Run 1, floorplan with the power grid:
Scale bar: 50 um. Pins as bars on the die edge. Tap cells in grey.
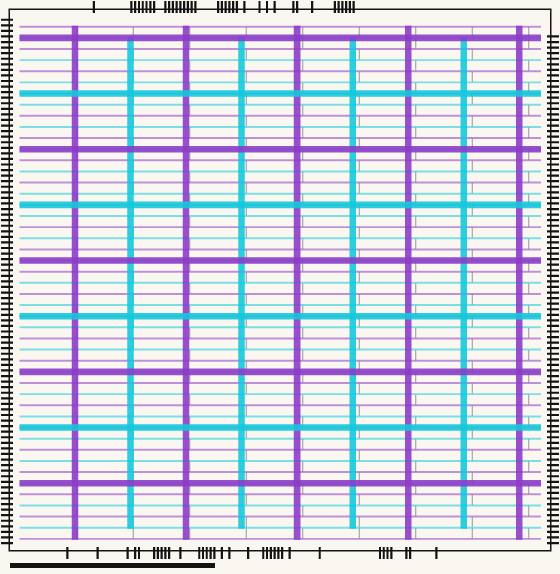
Run 1, sequential cells coloured by netlist name:
Scale bar: 50 um.
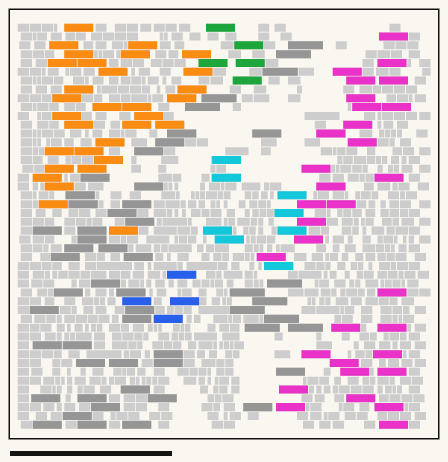
Run 1, wires at chosen ports, followed through buffers:
Scale bar: 50 um.
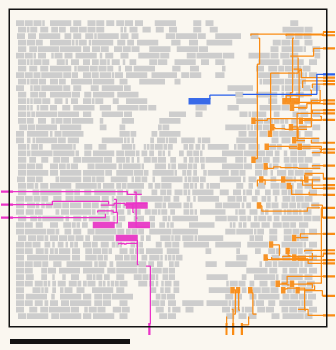
`src/rtl/mem_access_stage.sv`:
```
// Registered MEM stage: issues byte/half/word loads and stores to a multi-cycle
// data memory, stalls upstream while busy, and reports misalignment, timeout and halt.
module mem_access_stage #(
    parameter int                ADDR_W    = 32,
    parameter int                TIMEOUT   = 16,
    parameter logic [ADDR_W-1:0] HALT_ADDR = '1
) (
    input  logic              clk,
    input  logic              reset,
    input  logic              i_valid,
    input  logic [31:0]       i_result,
    input  logic              i_writeEnable,
    input  logic [4:0]        i_writeAddress,
    input  logic [5:0]        i_opcode,
    input  logic [ADDR_W-1:0] i_memAddress,
    input  logic [31:0]       i_memWriteData,
    output logic              o_stall,
    output logic              o_memReq,
    output logic              o_memWrite,
    output logic [ADDR_W-1:0] o_memAddress,
    output logic [3:0]        o_memByteEn,
    output logic [31:0]       o_memData,
    input  logic              i_memReady,
    input  logic [31:0]       i_memReadData,
    output logic              o_valid,
    output logic [31:0]       o_result,
    output logic              o_writeEnable,
    output logic [4:0]        o_writeAddress,
    output logic              o_misaligned,
    output logic              o_timeout,
    output logic              o_halted
);

    localparam logic [5:0] OP_LW   = 6'b100011;
    localparam logic [5:0] OP_LH   = 6'b100001;
    localparam logic [5:0] OP_LHU  = 6'b100101;
    localparam logic [5:0] OP_LB   = 6'b100000;
    localparam logic [5:0] OP_LBU  = 6'b100100;
    localparam logic [5:0] OP_SW   = 6'b101011;
    localparam logic [5:0] OP_SH   = 6'b101001;
    localparam logic [5:0] OP_SB   = 6'b101000;
    localparam logic [5:0] OP_HALT = 6'b111111;

    localparam logic [7:0] TO_LAST = 8'(TIMEOUT - 1);

    typedef enum logic [1:0] {S_IDLE, S_ACCESS, S_HALT_REQ, S_HALTED} state_t;
    typedef enum logic [1:0] {SZ_B, SZ_H, SZ_W} size_t;

    function automatic logic is_load(input logic [5:0] op);
        return op inside {OP_LW, OP_LH, OP_LHU, OP_LB, OP_LBU};
    endfunction

    function automatic logic is_store(input logic [5:0] op);
        return op inside {OP_SW, OP_SH, OP_SB};
    endfunction

    function automatic size_t op_size(input logic [5:0] op);
        case (op)
            OP_LW, OP_SW:          return SZ_W;
            OP_LH, OP_LHU, OP_SH:  return SZ_H;
            default:               return SZ_B;
        endcase
    endfunction

    function automatic logic is_aligned(input size_t sz, input logic [1:0] lo);
        case (sz)
            SZ_W:    return lo == 2'b00;
            SZ_H:    return !lo[0];
            default: return 1'b1;
        endcase
    endfunction

    function automatic logic [3:0] lane_enable(input size_t sz, input logic [1:0] lo);
        case (sz)
            SZ_W:    return 4'b1111;
            SZ_H:    return lo[1] ? 4'b1100 : 4'b0011;
            default: return 4'b0001 << lo;
        endcase
    endfunction

    // Replicating the narrow datum means the byte enables alone pick the lane.
    function automatic logic [31:0] steer_store(input size_t sz, input logic [31:0] d);
        case (sz)
            SZ_W:    return d;
            SZ_H:    return {2{d[15:0]}};
            default: return {4{d[7:0]}};
        endcase
    endfunction

    function automatic logic [31:0] extract_load(input size_t sz, input logic uns,
                                                 input logic [1:0] lo, input logic [31:0] rd);
        logic [7:0]  b;
        logic [15:0] h;
        b = rd[{lo, 3'b000} +: 8];
        h = rd[{lo[1], 4'b0000} +: 16];
        case (sz)
            SZ_W:    return rd;
            SZ_H:    return uns ? {16'h0000, h} : {{16{h[15]}}, h};
            default: return uns ? {24'h000000, b} : {{24{b[7]}}, b};
        endcase
    endfunction

    state_t            state_q;
    logic [7:0]        cnt_q;
    logic [7:0]        cnt_d;
    logic              mem_req_q;
    logic              mem_write_q;
    logic [ADDR_W-1:0] mem_addr_q;
    logic [3:0]        mem_be_q;
    logic [31:0]       mem_data_q;
    logic              valid_q;
    logic [31:0]       result_q;
    logic              we_q;
    logic [4:0]        wa_q;
    logic              misaligned_q;
    logic              timeout_q;
    logic              halted_q;

    size_t             lat_size_q;
    logic              lat_uns_q;
    logic [1:0]        lat_lo_q;
    logic              lat_load_q;
    logic              lat_we_q;
    logic [4:0]        lat_wa_q;

    size_t             in_size;
    logic              in_load;
    logic              in_store;
    logic              in_aligned;

    assign in_size    = op_size(i_opcode);
    assign in_load    = is_load(i_opcode);
    assign in_store   = is_store(i_opcode);
    assign in_aligned = is_aligned(in_size, i_memAddress[1:0]);
    assign cnt_d      = cnt_q + 8'd1;

    assign o_stall        = (state_q != S_IDLE);
    assign o_memReq       = mem_req_q;
    assign o_memWrite     = mem_write_q;
    assign o_memAddress   = mem_addr_q;
    assign o_memByteEn    = mem_be_q;
    assign o_memData      = mem_data_q;
    assign o_valid        = valid_q;
    assign o_result       = result_q;
    assign o_writeEnable  = we_q;
    assign o_writeAddress = wa_q;
    assign o_misaligned   = misaligned_q;
    assign o_timeout      = timeout_q;
    assign o_halted       = halted_q;

    always_ff @(posedge clk or negedge reset) begin
        if (!reset) begin
            state_q      <= S_IDLE;
            cnt_q        <= '0;
            mem_req_q    <= 1'b0;
            mem_write_q  <= 1'b0;
            mem_addr_q   <= '0;
            mem_be_q     <= '0;
            mem_data_q   <= '0;
            valid_q      <= 1'b0;
            result_q     <= '0;
            we_q         <= 1'b0;
            wa_q         <= '0;
            misaligned_q <= 1'b0;
            timeout_q    <= 1'b0;
            halted_q     <= 1'b0;
        end else begin
            valid_q      <= 1'b0;
            we_q         <= 1'b0;
            misaligned_q <= 1'b0;
            timeout_q    <= 1'b0;
            case (state_q)
                S_IDLE: begin
                    if (i_valid) begin
                        if (i_opcode == OP_HALT) begin
                            state_q     <= S_HALT_REQ;
                            mem_req_q   <= 1'b1;
                            mem_write_q <= 1'b0;
                            mem_addr_q  <= HALT_ADDR;
                            mem_be_q    <= 4'b0000;
                            mem_data_q  <= '1;
                        end else if (in_load || in_store) begin
                            if (in_aligned) begin
                                state_q     <= S_ACCESS;
                                cnt_q       <= '0;
                                mem_req_q   <= 1'b1;
                                mem_write_q <= in_store;
                                mem_addr_q  <= {i_memAddress[ADDR_W-1:2], 2'b00};
                                mem_be_q    <= in_store ? lane_enable(in_size, i_memAddress[1:0]) : 4'b1111;
                                mem_data_q  <= in_store ? steer_store(in_size, i_memWriteData) : '0;
                            end else begin
                                valid_q      <= 1'b1;
                                misaligned_q <= 1'b1;
                                result_q     <= '0;
                            end
                        end else begin
                            valid_q  <= 1'b1;
                            result_q <= i_result;
                            we_q     <= i_writeEnable;
                            wa_q     <= i_writeAddress;
                        end
                    end
                end
                S_ACCESS: begin
                    // Ready wins over the timeout when both land on the same cycle.
                    if (i_memReady || cnt_q == TO_LAST) begin
                        state_q     <= S_IDLE;
                        mem_req_q   <= 1'b0;
                        mem_write_q <= 1'b0;
                        mem_addr_q  <= '0;
                        mem_be_q    <= '0;
                        mem_data_q  <= '0;
                        valid_q     <= 1'b1;
                        if (i_memReady) begin
                            if (lat_load_q) begin
                                we_q     <= lat_we_q;
                                wa_q     <= lat_wa_q;
                                result_q <= extract_load(lat_size_q, lat_uns_q, lat_lo_q, i_memReadData);
                            end
                        end else begin
                            timeout_q <= 1'b1;
                        end
                    end else begin
                        cnt_q <= cnt_d;
                    end
                end
                S_HALT_REQ: begin
                    if (i_memReady) begin
                        state_q    <= S_HALTED;
                        mem_req_q  <= 1'b0;
                        mem_addr_q <= '0;
                        mem_data_q <= '0;
                        halted_q   <= 1'b1;
                    end
                end
                S_HALTED: begin
                    halted_q <= 1'b1;
                end
                default: state_q <= S_IDLE;
            endcase
        end
    end

    always_ff @(posedge clk) begin
        if (state_q == S_IDLE && i_valid) begin
            lat_size_q <= in_size;
            lat_uns_q  <= (i_opcode == OP_LBU) || (i_opcode == OP_LHU);
            lat_lo_q   <= i_memAddress[1:0];
            lat_load_q <= in_load;
            lat_we_q   <= i_writeEnable;
            lat_wa_q   <= i_writeAddress;
        end
    end

endmodule

```
`config.mk`:
```
export PLATFORM = sky130hd
export DESIGN_NAME = mem_access_stage
export DESIGN_NICKNAME = d
export VERILOG_FILES = /design/src/rtl/mem_access_stage.sv
export SDC_FILE = /design/constraint.sdc
export NUM_CORES = 1
export LEC_CHECK = 0
export CORE_MARGIN = 2
export CORE_UTILIZATION = 48
export CTS_BUF_LIST = sky130_fd_sc_hd__clkbuf_8
export DETAILED_ROUTE_END_ITERATION = 6
export PLACE_DENSITY = 0.89
export SLEW_MARGIN = 20
export SYNTH_ARGS = -nofsm -noshare
export SYNTH_HDL_FRONTEND = slang
export SYNTH_SLANG_ARGS = --single-unit
```
`constraint.sdc`:
```
create_clock -name clk -period 3.2 [get_ports clk]
set_clock_uncertainty 0.15 [all_clocks]
set_input_delay 0.64 -clock clk [delete_from_list [all_inputs] [get_ports clk]]
set_output_delay 0.64 -clock clk [all_outputs]
set_load 0.02 [all_outputs]
```
==> out/qor.yml, run 1 <==
power:
  p_total_mw: 10.17
  p_sw_mw: 4.442
  p_int_mw: 5.728
  pwr-share-seq_pct: 26.2
  p_leak_nw: 4.617
  swShare_pct: 43.68
  peakVddDrop_v: 0.0006143
  power_combinational_mw: 6.06
  share_comb_of_total_power_pct: 59.6
  power.group.top: "combinational cells"
  pwr.group.clock_mw: 1.44
  power_frac_clock_pct: 14.2
  powerDensity_mw_per_mm2: 899.0
clocking:
  hold_buffers: 0
  cts-resized-gates: 0
  h-tree-depth: 4
  clk_pin_slew_worst_paths_ps: 70
  cts_setup_buffers: 0
  clock_path_buffers: 2
  cts_tree: "done"
  worstSkewPairLatency_ps: 440
  cts.sinks: 133
  root_buffer: "clkbuf_8"
  cts_buffers: 17
sta:
  post-route-min-period_ps: 3088
  worstMarginPinSlew_ps: 711.7
  period_used_pct: 96.51
  slew_viol_final: 0
  setup_violations: 0
  setup_slack_ps: 111.7
  relSlewSlack_pct: 52.24
  fin_hold_ws_ps: 7.933
  clock.fmax_mhz: 323.8
  grt_setup_unrepaired: "no"
  setup-tns-final_ps: 0
  final-hold-violation-count: 0
synthesis:
  syn_inst: 790
  ys.flop_type: "dfrtp_1"
  synthTopCellsByCount: "dfrtp_1, o21ai_0, nor2_1"
  simple_gate_share_pct: 15.90
  ys_sh_mux_pct: 8.315
  top_area_share_pct: 38.55
  yosys_cells: 790
  ys_ff: 133
  netlist.top_cell.by_area: "dfrtp_1"
  adder_share_pct: 1.593
  yosysUniqueCellTypes: 65
  yosys_warnings: 0
  ys_area_mm2: 0.007855
  avgSynthCellArea_um2: 9.943
  fp_nets: 944
  async_reset_ff_share_pct: 90.98
  postSynthSeqShare_pct: 43.13
  synthAoiAreaFrac_pct: 25.12
  area_leaders: "dfrtp_1, a22o_1, nor3_2, mux2i_1, edfxtp_1"
  netlist_area_mm2: 0.007855
  edf_count: 12
  synth-xor-area-share_pct: 0
  top_cell: "dfrtp_1"
  top_logic_kind: "AND-OR/OR-AND gates"
floorplanning:
  die_y_um: 131.9
  die-area_mm2: 0.01740
  floorplan.core_util_pct: 49.27
  tapCellCount: 216
  placementRows: 46
  die_w_um: 131.9
  coreArea_mm2: 0.01594
routing:
  dr.max_layer_used: "met4"
  drc: 0
  wl_met1_um: 9882
  drt_iter0_drc: 481
  wl_met3_um: 2700
  vias: 7706
  drt-pass1-iter-count: 5
  wl_per_cell_um: 20.01
  via_per_inst: 6.034
  drt_wl_total_um: 25550
  antenna_left: 0
  wl_met2_um: 12110
place:
  dpl_cell_area_mm2: 0.01091
  place_ws_ps: -351.8
  dp_hpwl_um: 18050
  placedCellCount: 1245
  gp_congestion: 0.9393
job:
  cap_violations: 0
  log.warning_count: 32
worst_setup_path:
  endpoint: "cnt_q[5]$_DFFE_PN0P_"
  critPathMaxFanout: 6
  end_kind: "flip-flop"
  critPathLaunchType: "input port"
  critical_path_class: "input port to flip-flop"
  r2r-start: "cnt_q[0]$_DFFE_PN0P_"
  worstPathArrival_ps: 3320
  r2r_cells: 6
  path_common_cell: "buf_4"
  slowest_delay_ps: 550
  critPathSlowestCell: "a2111oi_0"
  cp_top_family: "buffers and inverters"
  path_cells: "clkdlybuf4s50_1, nor2b_1, nand4b_1, buf_4, inv_1, ha_1, a221oi_4, buf_4, or3_1, a2111oi_0, a311o_1"
  reg2reg_slack_ps: 540
  crit_buf_inv: 4
  cp.required_ps: 3430
  r2r_end: "o_memData[8]$_DFFE_PN0P_"
  startpoint: "i_opcode[5]"
  cp.depth: 11
cells_and_area:
  final_util_pct: 70.95
  logic_area_mm2: 0.004051
  largest_cell_class: "combinational gates"
  comb_share_pct: 35.81
  clkbuf_count: 17
  n_fill_cell: 1191
  comb_cells: 549
  lay_top_count: "clkdlybuf4s50_1"
  nets: 1202
  seq_share_pct: 29.95
  area_growth_pct: 44.01
  instances_no_fill: 1277
  final_area_mm2: 0.01131
  clock_area_share_pct: 3.517
  layout_top_cells: "clkdlybuf4s50_1, dfrtp_1, o21ai_0"
  drive_above_1_share_pct: 15.93
  n_all_inverters: 37
  seq_cells: 133
  diodes: 0
  bufAreaShareNonClock_pct: 27.10
  nonClockBufferCount: 310
global_route:
  grt.total_usage_pct: 28.98
  antenna_found_initial: 0
  use_met3_pct: 7.843
  top_usage_layer: "met2"
  grt_pass1_wl_um: 40070
  use_met2_pct: 47.80
  grt_max_degree: 65
  use_met1_pct: 36.23
  grt_pass1_vias: 7490
  grt_overflow: 0
min_path:
  hold_path_class: "input port to async pin"
status:
  status: "complete, no violations"
-- 'floorplan with the power grid' (at the start) --
- VSS: purple
- VDD: cyan
- met1 rails: 47
- met4 straps: 9

-- 'sequential cells coloured by netlist name' (at the start) --
- o_result: magenta (flops 32; where a column on the right)
- o_memAddress: orange (flops 31; where top left)
- o_memByteEn: blue (flops 4)
- cnt_q: cyan (flops 8; where middle)
- o_writeAddress: green (flops 5; where top middle)
- not coloured: 53
Seq. cell area: 0.003388 mm2
seq pwr: 2.67 mW

-- 'wires at chosen ports, followed through buffers' (at the start) --
- i_result: orange (direction input; edge 29 right, 3 bottom; end cells 32; buffers 32; wire 933 um)
- o_writeEnable: blue (direction output; edge right; end cells 1; buffers 1; wire 54.8 um)
- o_memByteEn: magenta (direction output; edge 3 left, 1 bottom; end cells 4; buffers 4; wire 256 um)
I/O pin count: 257
port buffer count: 256

--- run 2 (diff from run 1) ---
--- a/config.mk
+++ b/config.mk
@@ -14,3 +14,4 @@
 export SYNTH_ARGS = -nofsm -noshare
 export SYNTH_HDL_FRONTEND = slang
 export SYNTH_SLANG_ARGS = --single-unit
+export TNS_END_PERCENT = 30
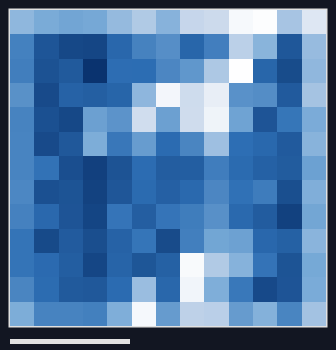
Run 2: cell area per tile
Scale bar: 50 um. 13 x 13 tiles, from white (low) to dark blue (high), 0 to 100% covered.
- tiles over 75% full: 43%
- mean over tiles: 63%
- nearly empty tiles: 1.2%

==> run 2 against run 1 <==
Effect of this change: non-clock buffer count unchanged; sequential power about the same; largest cell class unchanged; flip-flop count unchanged; highest routed layer unchanged; die size unchanged; clock power about the same.
==> out/qor.yml, run 2 <==
cells_and_area:
  layout_top_cells: "clkdlybuf4s50_1, dfrtp_1, o21ai_0"
  logic_area_mm2: 0.004051
  clock_area_share_pct: 3.517
  final_util_pct: 70.95
  ff_latch_area_mm2: 0.003388
  area_growth_pct: 44.01
  largest_cell_class: "combinational gates"
  nets: 1202
  final_area_mm2: 0.01131
  drive_above_1_share_pct: 15.93
  seq_share_pct: 29.95
  comb_cells: 549
clocking:
  worstSkewPairLatency_ps: 440
  cts.sinks: 133
  hold_buffers: 0
  cts_tree: "done"
power:
  power.group.top: "combinational cells"
  p_leak_nw: 4.617
  power_frac_clock_pct: 14.2
  powerDensity_mw_per_mm2: 899.0
  swShare_pct: 43.68
sta:
  worstMarginPinSlew_ps: 711.7
  slew_viol_final: 0
  final-hold-violation-count: 0
  setup_slack_ps: 111.7
  relSlewSlack_pct: 52.24
  post-route-min-period_ps: 3088
  setup_violations: 0
synthesis:
  adder_share_pct: 1.593
  edf_count: 12
  fp_nets: 944
  area_leaders: "dfrtp_1, a22o_1, nor3_2, mux2i_1, edfxtp_1"
  yosysUniqueCellTypes: 65
  synth-xor-area-share_pct: 0
  top_logic_kind: "AND-OR/OR-AND gates"
  ys.flop_type: "dfrtp_1"
  syn_inst: 790
  synthTopCellsByCount: "dfrtp_1, o21ai_0, nor2_1"
  yosys_warnings: 0
  simple_gate_share_pct: 15.90
status:
  status: "complete, no violations"
global_route:
  grt_pass1_vias: 7490
  grt_max_degree: 65
  top_usage_layer: "met2"
place:
  portBuffers: 256
  place_ws_ps: -351.8
  placedCellCount: 1245
  dp_hpwl_um: 18050
floorplanning:
  die_w_um: 131.9
  die-area_mm2: 0.01740
  die_y_um: 131.9
worst_setup_path:
  r2r-start: "cnt_q[0]$_DFFE_PN0P_"
  worstPathArrival_ps: 3320
  r2r_end: "o_memData[8]$_DFFE_PN0P_"
  cp_top_family: "buffers and inverters"
  critical_path_class: "input port to flip-flop"
  critPathLaunchType: "input port"
  endpoint: "cnt_q[5]$_DFFE_PN0P_"
  cp.required_ps: 3430
routing:
  wl_met1_um: 9882
  vias: 7706
  wl_met3_um: 2700
job:
  cap_violations: 0
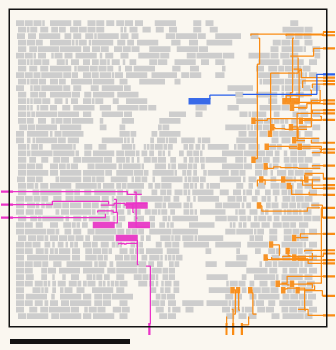
Run 2: wires at chosen ports, followed through buffers
Scale bar: 50 um.
- o_writeEnable: blue (direction output; edge right; end cells 1; buffers 1; wire 54.8 um)
- o_memByteEn: magenta (direction output; edge 3 left, 1 bottom; end cells 4; buffers 4; wire 256 um)
- i_result: orange (direction input; edge 29 right, 3 bottom; end cells 32; buffers 32; wire 933 um)

Power is estimated from default activity; no workload was simulated.
